==> config.mk <==
export PLATFORM = sky130hd
export DESIGN_NAME = sprite_fetch_scheduler
export DESIGN_NICKNAME = d
export VERILOG_FILES = /design/src/rtl/sprite_sched_pkg.sv /design/src/rtl/sprite_fetch_scheduler.sv
export SDC_FILE = /design/constraint.sdc
export NUM_CORES = 1
export LEC_CHECK = 0
export ABC_CLOCK_PERIOD_IN_PS = 3300
export CORE_ASPECT_RATIO = 0.5
export CORE_MARGIN = 2
export CORE_UTILIZATION = 51
export CTS_BUF_LIST = sky130_fd_sc_hd__clkbuf_8 sky130_fd_sc_hd__clkbuf_16
export DETAILED_ROUTE_END_ITERATION = 7
export PLACE_DENSITY_LB_ADDON = 0.15
export SLEW_MARGIN = 20
export SYNTH_ARGS = -nofsm -noshare
export SYNTH_HDL_FRONTEND = slang
export SYNTH_SLANG_ARGS = --single-unit
export TNS_END_PERCENT = 1
==> constraint.sdc <==
create_clock -name clk -period 3.3 [get_ports clk]
set_input_delay 0.33 -clock clk [delete_from_list [all_inputs] [get_ports clk]]
set_output_delay 0.33 -clock clk [all_outputs]
set_load 0.02 [all_outputs]
==> src/rtl/sprite_sched_pkg.sv <==
// Shared types for the sprite attribute fetch scheduler: FSM state encoding
// and the byte offsets of the per-sprite attribute fields.
package sprite_sched_pkg;

    typedef enum logic [2:0] {
        S_IDLE     = 3'd0,
        S_CPU_ACC  = 3'd1,
        S_CPU_RESP = 3'd2,
        S_FETCH_Y  = 3'd3,
        S_FETCH_X  = 3'd4,
        S_EMIT     = 3'd5
    } state_e;

    localparam logic ATTR_Y_OFS = 1'b0;
    localparam logic ATTR_X_OFS = 1'b1;

endpackage

==> src/rtl/sprite_fetch_scheduler.sv <==
// Per-scanline sprite attribute walker that time-shares the single-port
// attribute RAM with CPU register accesses between scans.
module sprite_fetch_scheduler
    import sprite_sched_pkg::*;
#(
    parameter int NUM_SPRITES = 4,
    parameter int SPR_H       = 16,
    parameter int IDX_W       = $clog2(NUM_SPRITES),
    parameter int ADDR_W      = IDX_W + 1
) (
    input  logic                      clk,
    input  logic                      rst_n,
    input  logic                      line_start,
    input  logic [7:0]                next_y,
    input  logic                      cpu_req,
    input  logic                      cpu_we,
    input  logic [ADDR_W-1:0]         cpu_addr,
    input  logic [7:0]                cpu_wdata,
    output logic                      cpu_ack,
    output logic [7:0]                cpu_rdata,
    output logic [ADDR_W-1:0]         mem_addr,
    output logic                      mem_we,
    output logic [7:0]                mem_wdata,
    input  logic [7:0]                mem_rdata,
    output logic                      ld_valid,
    output logic [IDX_W-1:0]          ld_idx,
    output logic [$clog2(SPR_H)-1:0]  ld_row,
    output logic [7:0]                ld_x,
    output logic                      ld_hit,
    output logic                      done,
    output logic                      overrun
);

    localparam int ROW_W = $clog2(SPR_H);

    state_e             r_state, w_state_next;
    logic [IDX_W-1:0]   r_idx;
    logic [7:0]         r_ny;
    logic [7:0]         r_y;
    logic               r_pending;
    logic               r_overrun;
    logic               r_we;
    logic [7:0]         r_rdata;
    logic               r_ld_valid;
    logic [IDX_W-1:0]   r_ld_idx;
    logic [ROW_W-1:0]   r_ld_row;
    logic [7:0]         r_ld_x;
    logic               r_ld_hit;
    logic               r_done;

    logic               w_scan_start;
    logic               w_last;
    logic               w_in_cpu;
    logic               w_in_scan;
    logic [7:0]         w_diff;

    assign w_scan_start = (r_state == S_IDLE) && (line_start || r_pending);
    assign w_last       = (r_idx == IDX_W'(NUM_SPRITES - 1));
    assign w_in_cpu     = (r_state == S_CPU_ACC) || (r_state == S_CPU_RESP);
    assign w_in_scan    = (r_state == S_FETCH_Y) || (r_state == S_FETCH_X) || (r_state == S_EMIT);
    // Modulo-256 subtraction makes sprites straddling line 255/0 wrap naturally.
    assign w_diff       = r_ny - r_y;

    always_ff @(posedge clk or negedge rst_n) begin
        if (!rst_n) r_state <= S_IDLE;
        else        r_state <= w_state_next;
    end

    always_comb begin
        w_state_next = r_state;
        case (r_state)
            S_IDLE: begin
                if (line_start || r_pending) w_state_next = S_FETCH_Y;
                else if (cpu_req)            w_state_next = S_CPU_ACC;
            end
            S_CPU_ACC:  w_state_next = S_CPU_RESP;
            S_CPU_RESP: w_state_next = S_IDLE;
            S_FETCH_Y:  w_state_next = S_FETCH_X;
            S_FETCH_X:  w_state_next = S_EMIT;
            S_EMIT:     w_state_next = w_last ? S_IDLE : S_FETCH_Y;
            default:    w_state_next = S_IDLE;
        endcase
    end

    always_comb begin
        mem_addr  = '0;
        mem_we    = 1'b0;
        mem_wdata = 8'h00;
        cpu_ack   = 1'b0;
        cpu_rdata = r_rdata;
        case (r_state)
            S_CPU_ACC: begin
                mem_addr  = cpu_addr;
                mem_we    = cpu_we;
                mem_wdata = cpu_wdata;
            end
            S_CPU_RESP: begin
                cpu_ack = 1'b1;
                if (!r_we) cpu_rdata = mem_rdata;
            end
            S_FETCH_Y: mem_addr = {r_idx, ATTR_Y_OFS};
            S_FETCH_X: mem_addr = {r_idx, ATTR_X_OFS};
            default: ;
        endcase
    end

    always_ff @(posedge clk or negedge rst_n) begin
        if (!rst_n) begin
            r_idx      <= '0;
            r_ny       <= 8'h00;
            r_y        <= 8'h00;
            r_pending  <= 1'b0;
            r_overrun  <= 1'b0;
            r_we       <= 1'b0;
            r_rdata    <= 8'h00;
            r_ld_valid <= 1'b0;
            r_ld_idx   <= '0;
            r_ld_row   <= '0;
            r_ld_x     <= 8'h00;
            r_ld_hit   <= 1'b0;
            r_done     <= 1'b0;
        end else begin
            r_ld_valid <= 1'b0;
            r_done     <= 1'b0;
            if (w_scan_start) begin
                r_idx     <= '0;
                r_ny      <= next_y;
                r_pending <= 1'b0;
            end else if (line_start && w_in_cpu) begin
                r_pending <= 1'b1;
            end
            if (line_start && w_in_scan) r_overrun <= 1'b1;
            if (r_state == S_CPU_ACC) r_we <= cpu_we;
            if (r_state == S_CPU_RESP && !r_we) r_rdata <= mem_rdata;
            if (r_state == S_FETCH_X) r_y <= mem_rdata;
            if (r_state == S_EMIT) begin
                r_ld_valid <= 1'b1;
                r_ld_idx   <= r_idx;
                r_ld_x     <= mem_rdata;
                r_ld_row   <= w_diff[ROW_W-1:0];
                r_ld_hit   <= (w_diff[7:ROW_W] == '0);
                r_done     <= w_last;
                if (!w_last) r_idx <= r_idx + 1'b1;
            end
        end
    end

    assign ld_valid = r_ld_valid;
    assign ld_idx   = r_ld_idx;
    assign ld_row   = r_ld_row;
    assign ld_x     = r_ld_x;
    assign ld_hit   = r_ld_hit;
    assign done     = r_done;
    assign overrun  = r_overrun;

endmodule

==> run_1/metal_stack.png <==
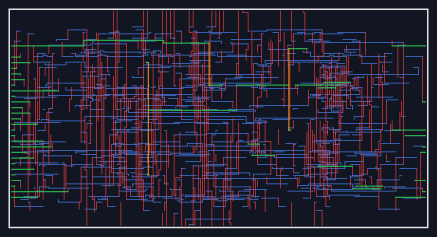
legend:
  orange:
    layer: met4
    wire_length: 57.1 µm
  red:
    layer: met2
    wire_length: 2620 µm
  green:
    layer: met3
    wire_length: 279 µm
  blue:
    layer: met1
    wire_length: 2330 µm
total wire length: 5280 µm
vias: 1841
GRT Util Overall: 21.9%
routed len/inst: 15.0 µm

==> run_1/gate_families.png <==
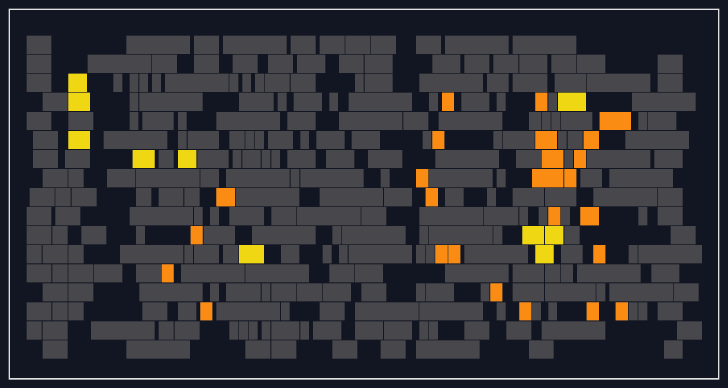
legend:
  orange:
    family: inverting AOI/OAI gates
    cells: 25
    most_used: o21ai_0
  yellow:
    family: AND-OR and OR-AND gates
    cells: 10
    most_used: a22o_1

==> changes_impl.md, run 1 <==
### Physical design

- Status: finished clean
- Inverters: 13
- Largest net degree at the start of global routing: 50
- Total grt overflow: 0
- Worst r2r path cells: 7
- Syn-to-layout area delta: 33.9%
- Main area contributors: dfrtp_1, mux2_2, nand2_1
- Met3 Resource Use GR: 5.87%
- Vias in the first global route: 1828
- DRT antenna net count: 0
- GR Layer Usage met1: between 20 and 30%
- Crit path depth: 5
- Seq/total area: 38.1%
- Hold Vio Cnt, Final: 0
- Die extent in x: 101 µm
- Cell family with most CP delay: buffers and inverters
- CTS Sinks: 49
- Hold Buf Count CTS: 0
- Asr flop ratio synth: 100%
- CTS tree: yes
- Pins Over Slew Limit: 0
- Post-layout period usage: between 80 and 90%
- Simple Share, Synth: 15.4%
- Final Util: 72.1%
- WP data required: between 2 and 3 ns
- Synthesized area per cell: between 10 and 15 µm²
- Ant diodes: 0
- Initial antenna violation count: 0
- Worst R2R Start: r_y[0]
- Initial DRC Count: 105
- Inst Count DP: 345
- Max power group: combinational cells
- Switching share of total power: 39.7%
- First-pass GRT wire length: between 8000 and 9000 µm
- Fp util: 53.9%
- CP endpoint: cpu_rdata[7]
- Longest Clk Path Bufs: 2
- Synthesis Warnings: 0
- Setup CP Type: reg2out
- Worst path max stage delay: ~0.54 ns
- Synth top cell by count: dfrtp_1
- Unrepaired setup endpoints after global routing: no
- FP Rows: 17
- Worst path cell trace: nor3b_2 > nor2b_1 > buf_4 > mux2_2 > clkdlybuf4s50_1
- Fillers: approximately 340
- Flop pwr share: between 30% and 40%
- Power Combinational: 0.00183 W
- Final Cell Area: 0.00322 mm²
- Worst Setup SP: r_state[1]
- WP buf/inv: 2
- Tap Count: 57
- DR DRC count: 0
- Post-CTS Resized: 0
- Synth mux share: 12.6%
- Dominant combinational family: simple AND/OR/NAND/NOR gates
- Setup-failing EPs final: 0
- Final #Nets: 336
- M2 GR Usage: 37.9%
- Pleak: 1.44 nW
- Yosys cell types: 41
- R2R setup slack: 1.26 ns
- Most numerous logic cell after layout: clkdlybuf4s50_1
- H-Tree Level Count: 2
- Slowest-stage cell, CP: clkdlybuf4s50_1
- Clock power share: 10.8%
- Number of OpenROAD warnings: 26
- Core Box Area: 0.00447 mm²
- Vias per cell: approximately 5.2
- Switch Pwr: roughly 0.0013 W
- Layout Skew: 0.00693 ns
- Worst Setup Start Kind: flip-flop
- Main flop type: dfrtp_1
- Cell Pwr Density: 1000 mW/mm²
- DR WL met2: 2620 µm
- Total negative slack: 0 ns
- Area share, top type: 51.0%
- Crit Path Max Fanout: 16
- VDD IR max: approximately 0.40 mV
- #FFs+latches synth: roughly 50
- Root Buffer: clkbuf_8
- Chip Area, Yosys: 0.00241 mm²
- Number of detailed-route iterations in the first pass: 4
- Most instantiated logic cells after routing: clkdlybuf4s50_1, dfrtp_1, nand2_1
- GRT busiest layer: met2
- Die Ht: approximately 53 µm
- Arr. time, crit path: 2.36 ns
- Internal power: 0.00195 W
- Met1 WL: 2330 µm
- Clock distribution power: 0.000350 W
- # Cells Yosys: 226
- GP Congestion: 0.747
- Largest cell class by area: flip-flops and latches
- Chip Footprint: around 0.0053 mm²
- Dpl cell area: 0.00313 mm²
- Post-synthesis cell area: 0.00241 mm²
- Comb_multi_in: ~150
- Postcts setup bufs: 0
- Comb area share: approximately a third
- Clock transition at path regs: 0.08 ns
- Worst rel slew slack: ~60%
- Non-clk buf share: 22.6%
- Crit. End Element: output port
- Syn Nets: 267
- Register area share after synthesis: 51.0%
- Minimum clock period: about 2.7 ns
- Bufs w/o clock: ~74
- Xor/xnor share: 1.09%
- Storage cell area: 0.00123 mm²
- Mapped Cells: 226
- Combinational fraction of design power: 56.6%
- Max cap viols: 0
- FMAX: 0.372 GHz
- Top Layer Used: met4
- Non-Filler Instances: 352
- Number of synthesized flops with an enable pin: 0
- Share of layout cells above drive strength 1: around 15%
- Reg-to-reg endpoint: ld_hit
- Fin worst setup slack: 0.615 ns
- Logic area: roughly 0.0011 mm²
- Adder-cell area share of the yosys netlist: 4.99%
==> run_1/final_clocks.png <==
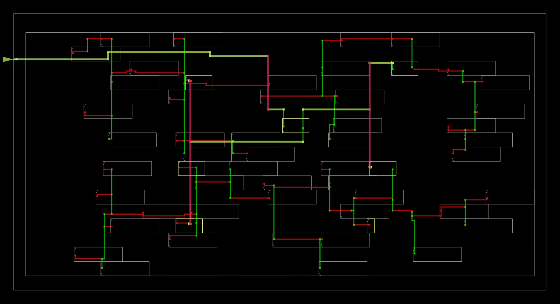
total CTS buffers: 5
clock buffer count: 6
sequential cells: 49
Late-Pin Clk Latency: 0.30 ns

==> run_1/port_nets.png <==
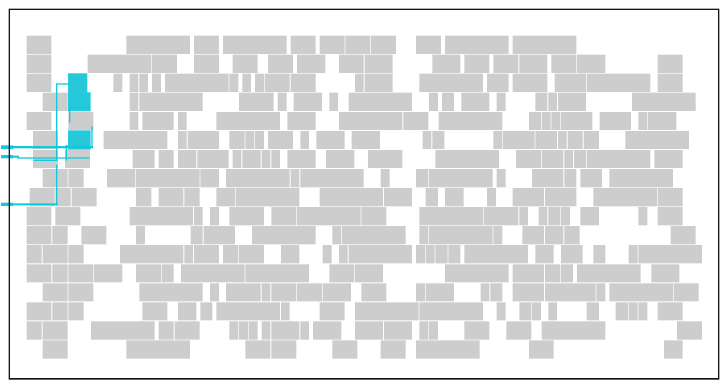
legend:
  cyan:
    port: mem_addr
    bits: 3
    direction: output
    edge: left
    end_cells: 3
    wire: 63.0 µm
Port Buf Inserts: 70
# IOs: 71

==> run_1/clock_map.png <==
Scale bar: 20 µm.
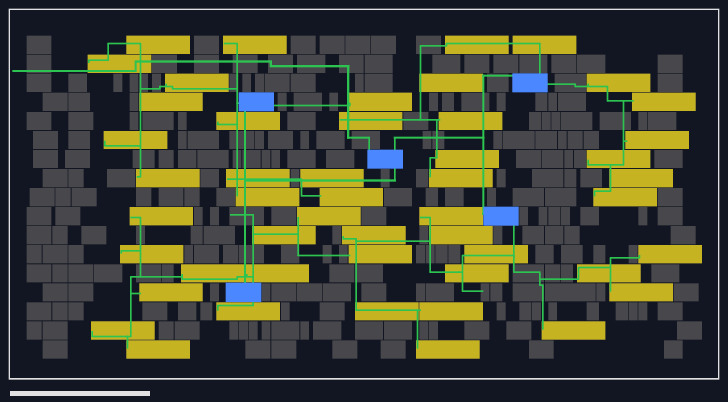

==> run 2, diff against run 1 <==
--- a/config.mk
+++ b/config.mk
@@ -5,10 +5,10 @@
 export SDC_FILE = /design/constraint.sdc
 export NUM_CORES = 1
 export LEC_CHECK = 0
-export ABC_CLOCK_PERIOD_IN_PS = 3300
+export ABC_CLOCK_PERIOD_IN_PS = 2300
 export CORE_ASPECT_RATIO = 0.5
 export CORE_MARGIN = 2
-export CORE_UTILIZATION = 51
+export CORE_UTILIZATION = 43
 export CTS_BUF_LIST = sky130_fd_sc_hd__clkbuf_8 sky130_fd_sc_hd__clkbuf_16
 export DETAILED_ROUTE_END_ITERATION = 7
 export PLACE_DENSITY_LB_ADDON = 0.15
==> constraint.sdc (replaced) <==
create_clock -name clk -period 2.3 [get_ports clk]
set_input_delay 0.23 -clock clk [delete_from_list [all_inputs] [get_ports clk]]
set_output_delay 0.23 -clock clk [all_outputs]
set_load 0.02 [all_outputs]
==> run_2/clock_map.png <==
Scale bar: 20 µm.
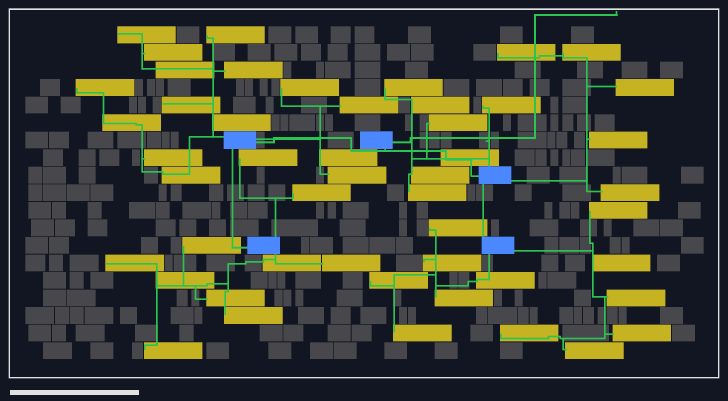
legend:
  yellow:
    item: flip-flops
    count: 49
  green:
    item: clock wires
    length: 578 µm
  blue:
    item: cells driving clock nets
    count: 5
flops lie: spread over the die
routed clock nets: 6

==> run 2 against run 1 <==
  * First-iteration DRC count is 57% lower
  * Clock-buffer cell count down 1
  * Combinational power increased by 44%
  * Routed wire length fell by 5.0%
  * Synthesized cell count did not move
  * Die size increased by 17%
  * Total power rose by 42%
  * Highest routed layer unchanged
==> changes_impl.md, run 2 <==
### Physical design

- Status: finished clean (unchanged)
- Sequential cells: 49 (unchanged)
- Vias per cell: 4.84 (was 5.23)
- Cell Pwr Density: 1380 mW/mm² (was 1000 mW/mm²)
- Vias in the first global route: 1866 (was 1828)
- Final #Nets: 346 (was 336)
- CTS tree: yes (unchanged)
- Bufs w/o clock: 84 (was 74)
- Post-layout period usage: 94.6%
- Internal power: 0.00276 W (was 0.00195 W)
- Final Cell Area: 0.00333 mm² (was 0.00322 mm²)
- Yosys cell types: 41 (unchanged)
- First-pass GRT wire length: 8530 µm (was 8690 µm)
- Hold Buf Count CTS: 1 (was 0)
- Seq/total area: 36.8% (was 38.1%)
- Post-synthesis cell area: 0.00241 mm² (unchanged)
- Initial antenna violation count: 0 (unchanged)
- Fin worst setup slack: 0.125 ns (was 0.615 ns)
- Vias: 1836 (was 1841)
- Share of layout cells above drive strength 1: 18.3% (was 14.6%)
- Register area share after synthesis: 51.0% (unchanged)
- Largest net degree at the start of global routing: 24 (was 50)
- Synth top cell by count: dfrtp_1 (unchanged)
- # IOs: 71 (unchanged)
- Dpl cell area: 0.00322 mm² (was 0.00313 mm²)
- Clock distribution power: 0.000497 W (was 0.000350 W)
- Power Combinational: 0.00264 W (was 0.00183 W)
- Slowest-stage cell, CP: dfrtp_1 (was clkdlybuf4s50_1)
- Chip Area, Yosys: 0.00241 mm² (unchanged)
- H-Tree Level Count: 2 (unchanged)
- Number of detailed-route iterations in the first pass: 4 (unchanged)
- VDD IR max: 0.542 mV (was 0.395 mV)
- Reg-to-reg endpoint: ld_hit (unchanged)
- Inverters: 13 (unchanged)
- DR DRC count: 0 (unchanged)
- CP endpoint: mem_addr[2] (was cpu_rdata[7])
- Hold Vio Cnt, Final: 0 (unchanged)
- Core Box Area: 0.00544 mm² (was 0.00447 mm²)
- Switch Pwr: 0.00183 W (was 0.00128 W)
- Dominant combinational family: simple AND/OR/NAND/NOR gates (unchanged)
- Layout Skew: 0.00450 ns (was 0.00693 ns)
- Area share, top type: 51.0% (unchanged)
- WP data required: 2.07 ns (was 2.97 ns)
- Total grt overflow: 0 (unchanged)
- Total wire length: 5020 µm (was 5280 µm)
- Largest cell class by area: flip-flops and latches (unchanged)
- Worst path max stage delay: 0.40 ns (was 0.54 ns)
- Clock buffer count: 5 (was 6)
- Logic area: 0.00106 mm² (about the same)
- Number of synthesized flops with an enable pin: 0 (unchanged)
- FP Rows: 19 (was 17)
- Most instantiated logic cells after routing: dfrtp_1, clkdlybuf4s50_1, nand2_1 (was clkdlybuf4s50_1, dfrtp_1, nand2_1)
- DR WL met2: 2320 µm (was 2620 µm)
- Worst Setup Start Kind: flip-flop (unchanged)
- FMAX: 0.460 GHz
- Chip Footprint: 0.00625 mm² (was 0.00532 mm²)
- Initial DRC Count: 45 (was 105)
- Syn-to-layout area delta: 38.4% (was 33.9%)
- GRT busiest layer: met2 (unchanged)
- Synthesis Warnings: 0 (unchanged)
- Post-CTS Resized: 16 (was 0)
- Mapped Cells: 226 (unchanged)
- Setup CP Type: reg2out (unchanged)
- Longest Clk Path Bufs: 2 (unchanged)
- Clock transition at path regs: 0.09 ns (was 0.08 ns)
- Syn Nets: 267 (unchanged)
- Late-Pin Clk Latency: 0.30 ns (about the same)
- Crit path depth: 6 (was 5)
- CTS Sinks: 49 (unchanged)
==> run_2/gate_families.png <==
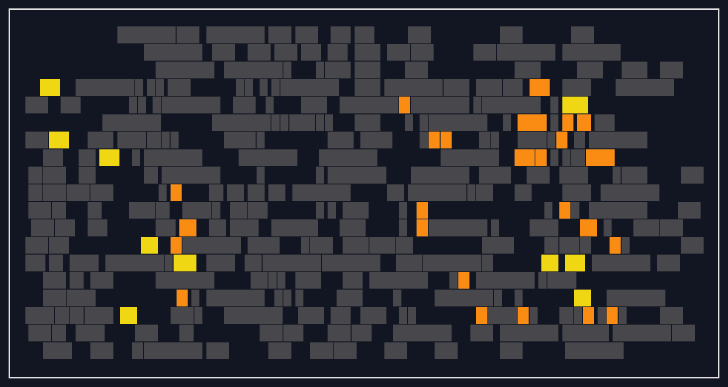
legend:
  orange:
    family: inverting AOI/OAI gates
    cells: 25
    most_used: o21ai_0
  yellow:
    family: AND-OR and OR-AND gates
    cells: 10
    most_used: a22o_1
Comb area share: 31.9%
Non-Filler Instances: 379

==> run_2/final_clocks.png <==
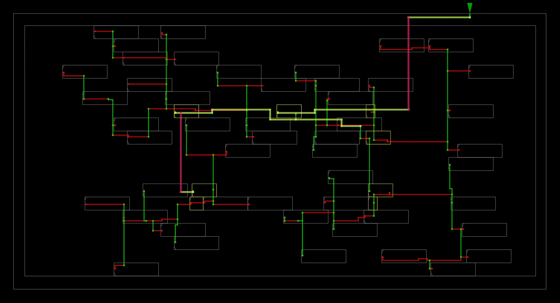

==> run 3, diff against run 2 <==
--- a/config.mk
+++ b/config.mk
@@ -5,6 +5,7 @@
 export SDC_FILE = /design/constraint.sdc
 export NUM_CORES = 1
 export LEC_CHECK = 0
+export ABC_AREA = 1
 export ABC_CLOCK_PERIOD_IN_PS = 2300
 export CORE_ASPECT_RATIO = 0.5
 export CORE_MARGIN = 2
==> run_3/final_clocks.png <==
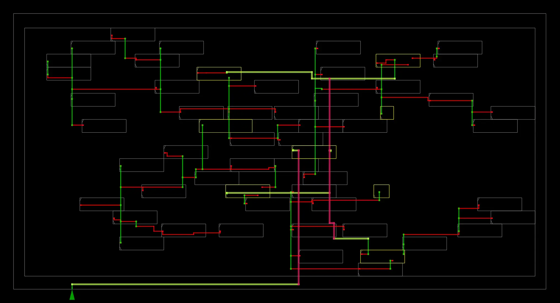
Late-Pin Clk Latency: 0.29 ns
Layout Skew: 0.00511 ns

==> run_3/metal_stack.png <==
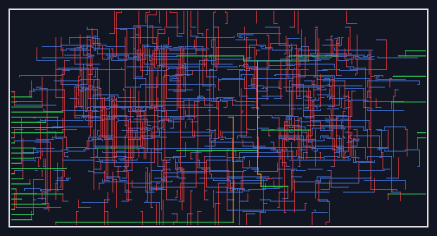
legend:
  red:
    layer: met2
    wire_length: 2770 µm
  orange:
    layer: met4
    wire_length: 62.1 µm
  green:
    layer: met3
    wire_length: 354 µm
  blue:
    layer: met1
    wire_length: 2760 µm
total wire length: 5950 µm
routed len/inst: 13.5 µm
vias: 2126

==> run 3 against run 2 <==
  * Synthesized area grew 2.0%
  * Critical path depth shrank 1
  * Final area grew 3.1%
  * Total power grew 12%
  * Utilization grew 1.4 points
  * Combinational power grew 6%
  * Clock-buffer cell count is the same
  * First-iteration DRC count grew to 3.3 times the previous value
  * Non-clock buffer count shrank 9
  * Clock skew grew 0.00061 ns
  * Sequential power is essentially flat
  * Global-route usage grew 2.4 points
==> changes_impl.md, run 3 <==
### Physical design

- Fillers: 499 (was 480)
- Cell Pwr Density: 1500 mW/mm² (was 1380 mW/mm²)
- CP endpoint: mem_addr[0] (was mem_addr[2])
- Synthesized area per cell: 8.37 µm² (was 10.6 µm²)
- Seq/total area: 35.7% (was 36.8%)
- GR Layer Usage met1: 26.0% (was 23.6%)
- Status: finished clean (unchanged)
- Hold Vio Cnt, Final: 0 (unchanged)
- # Cells Yosys: 293 (was 226)
- Hold Buf Count CTS: 1 (unchanged)
- Pre-CTS setup slack: 0.116 ns (was 0.185 ns)
- Adder-cell area share of the yosys netlist: 4.90% (was 4.99%)
- Share of layout cells above drive strength 1: 9.21% (was 18.3%)
- Slowest-stage cell, CP: clkdlybuf4s50_1 (was dfrtp_1)
- Non-Filler Instances: 442 (was 379)
- Main area contributors: dfrtp_1, nand2_1, inv_1 (was dfrtp_1, mux2_2, nand2_1)
- CTS Sinks: 49 (unchanged)
- Worst rel slew slack: 62.1% (was 66.5%)
- Clock buffer count: 5 (unchanged)
- Reg-to-reg endpoint: ld_hit (unchanged)
- Crit path depth: 5 (was 6)
- # IOs: 71 (unchanged)
- DR WL met2: 2770 µm (was 2320 µm)
- Clock distribution power: 0.000854 W (was 0.000497 W)
- Number of OpenROAD warnings: 26 (unchanged)
- Total negative slack: 0 ns (unchanged)
- Synthesis Warnings: 0 (unchanged)
- Crit. End Element: output port (unchanged)
- VDD IR max: 0.649 mV (was 0.542 mV)
- WP buf/inv: 2 (was 3)
- Die extent in x: 111 µm (was 110 µm)
- Internal power: 0.00293 W (was 0.00276 W)
- Inverters: 50 (was 13)
- Setup CP Type: reg2out (unchanged)
- Pins Over Slew Limit: 0 (unchanged)
- Max cap viols: 0 (unchanged)
- H-Tree Level Count: 2 (unchanged)
- Fin worst setup slack: 0.0760 ns (was 0.125 ns)
- Mapped Cells: 293 (was 226)
- Worst Setup SP: r_state[1] (was r_state[0])
- R2R setup slack: 0.54 ns (was 0.28 ns)
- Ant diodes: 0 (unchanged)
- Area leader, netlist: dfrtp_1 (unchanged)
- Postcts setup bufs: 0 (unchanged)
- Xor/xnor share: 0.714% (was 1.09%)
- Logic area: 0.00103 mm² (was 0.00106 mm²)
- Power Combinational: 0.00280 W (was 0.00264 W)
- Dpl cell area: 0.00322 mm² (unchanged)
- FP Rows: 19 (unchanged)
- Number of synthesized flops with an enable pin: 0 (unchanged)
- Pleak: 1.73 nW (was 1.62 nW)
- Cell family with most CP delay: buffers and inverters (unchanged)
- WP data required: 2.07 ns (about the same)
- Asr flop ratio synth: 100% (unchanged)
- Simple Share, Synth: 19.9% (was 15.4%)
- Clock transition at path regs: 0.07 ns (was 0.09 ns)
- Most instantiated logic cells after routing: nand2_1, clkdlybuf4s50_1, dfrtp_1 (was dfrtp_1, clkdlybuf4s50_1, nand2_1)
- Comb area share: 29.9% (was 31.9%)
- Switch Pwr: 0.00222 W (was 0.00183 W)
- Largest net degree at the start of global routing: 31 (was 24)
- Unrepaired setup endpoints after global routing: no (unchanged)
- Final Util: 62.5% (was 61.2%)
- Vias per cell: 4.81 (was 4.84)
- Most numerous logic cell after layout: nand2_1
- Total grt overflow: 0 (unchanged)
- Post-CTS Resized: 12 (was 16)
- Met3 Resource Use GR: 7.23% (was 5.57%)
- Max power group: combinational cells (unchanged)
- DR DRC count: 0 (unchanged)
- Number of detailed-route iterations in the first pass: 4 (unchanged)
- Combinational fraction of design power: 54.4% (was 57.4%)
- Met1 WL: 2760 µm (was 2380 µm)
- Worst Setup Start Kind: flip-flop (unchanged)
- Synth top cell by count: nand2_1 (was dfrtp_1)
- GP Congestion: 0.852 (was 0.907)
- Fp util: 44.7% (was 44.2%)
- Syn Nets: 334 (was 267)
- Storage cell area: 0.00123 mm² (unchanged)
- Worst path cell trace: nor2_2 > nand2_2 > buf_4 > nand2_1 > clkdlybuf4s50_1 (was buf_4 > nor2b_1 > and2b_2 > buf_4 > a22o_1 > dlygate4sd2_1)
- Worst r2r path cells: 11 (was 7)
- Switching share of total power: 43.0% (was 39.9%)
- Sequential cells: 49 (unchanged)
- Non-clk buf share: 21.3% (was 24.4%)
- DRT antenna net count: 0 (unchanged)
- Main flop type: dfrtp_1 (unchanged)
- Post-synthesis cell area: 0.00245 mm² (was 0.00241 mm²)
- Die Ht: 57.4 µm (was 56.9 µm)
- Worst R2R Start: r_y[0] (unchanged)
- Area share, top type: 50.0% (was 51.0%)
- Initial antenna violation count: 0 (unchanged)
- Comb_multi_in: 187 (was 152)
- Chip Area, Yosys: 0.00245 mm² (was 0.00241 mm²)
- Setup-failing EPs final: 0 (unchanged)
- Yosys cell types: 29 (was 41)
- Largest cell class by area: flip-flops and latches (unchanged)
- Total CTS buffers: 5 (unchanged)
- Post-layout period usage: 96.7% (was 94.6%)
- Register area share after synthesis: 50.0% (was 51.0%)
- Crit Path Max Fanout: 18 (was 12)
- Tap Count: 73 (unchanged)
- Synth mux share: 3.37% (was 12.6%)
- Chip Footprint: 0.00636 mm² (was 0.00625 mm²)
- Arr. time, crit path: 1.99 ns (was 1.94 ns)
- Root Buffer: clkbuf_16 (was clkbuf_8)
- Vias in the first global route: 2142 (was 1866)
- Minimum clock period: 2.22 ns (was 2.17 ns)
- M2 GR Usage: 32.9% (was 28.6%)
- First-pass GRT wire length: 10100 µm (was 8530 µm)
- Top Layer Used: met4 (unchanged)
- Bufs w/o clock: 75 (was 84)
- Final #Nets: 409 (was 346)
- Final Cell Area: 0.00343 mm² (was 0.00333 mm²)
- #FFs+latches synth: 49 (unchanged)
- Syn-to-layout area delta: 39.9% (was 38.4%)
- CTS tree: yes (unchanged)
- Longest Clk Path Bufs: 2 (unchanged)
- GRT busiest layer: met2 (unchanged)
- Inst Count DP: 431 (was 368)
- Port Buf Inserts: 70 (unchanged)
- Worst path max stage delay: 0.62 ns (was 0.40 ns)
- Core Box Area: 0.00549 mm² (was 0.00544 mm²)
- Clock power share: 16.6% (was 10.8%)
- Initial DRC Count: 149 (was 45)
- Flop pwr share: 29.0% (was 31.8%)
- GRT Util Overall: 20.3% (was 17.9%)
- Dominant combinational family: simple AND/OR/NAND/NOR gates (unchanged)
Power is estimated from default activity; no workload was simulated.
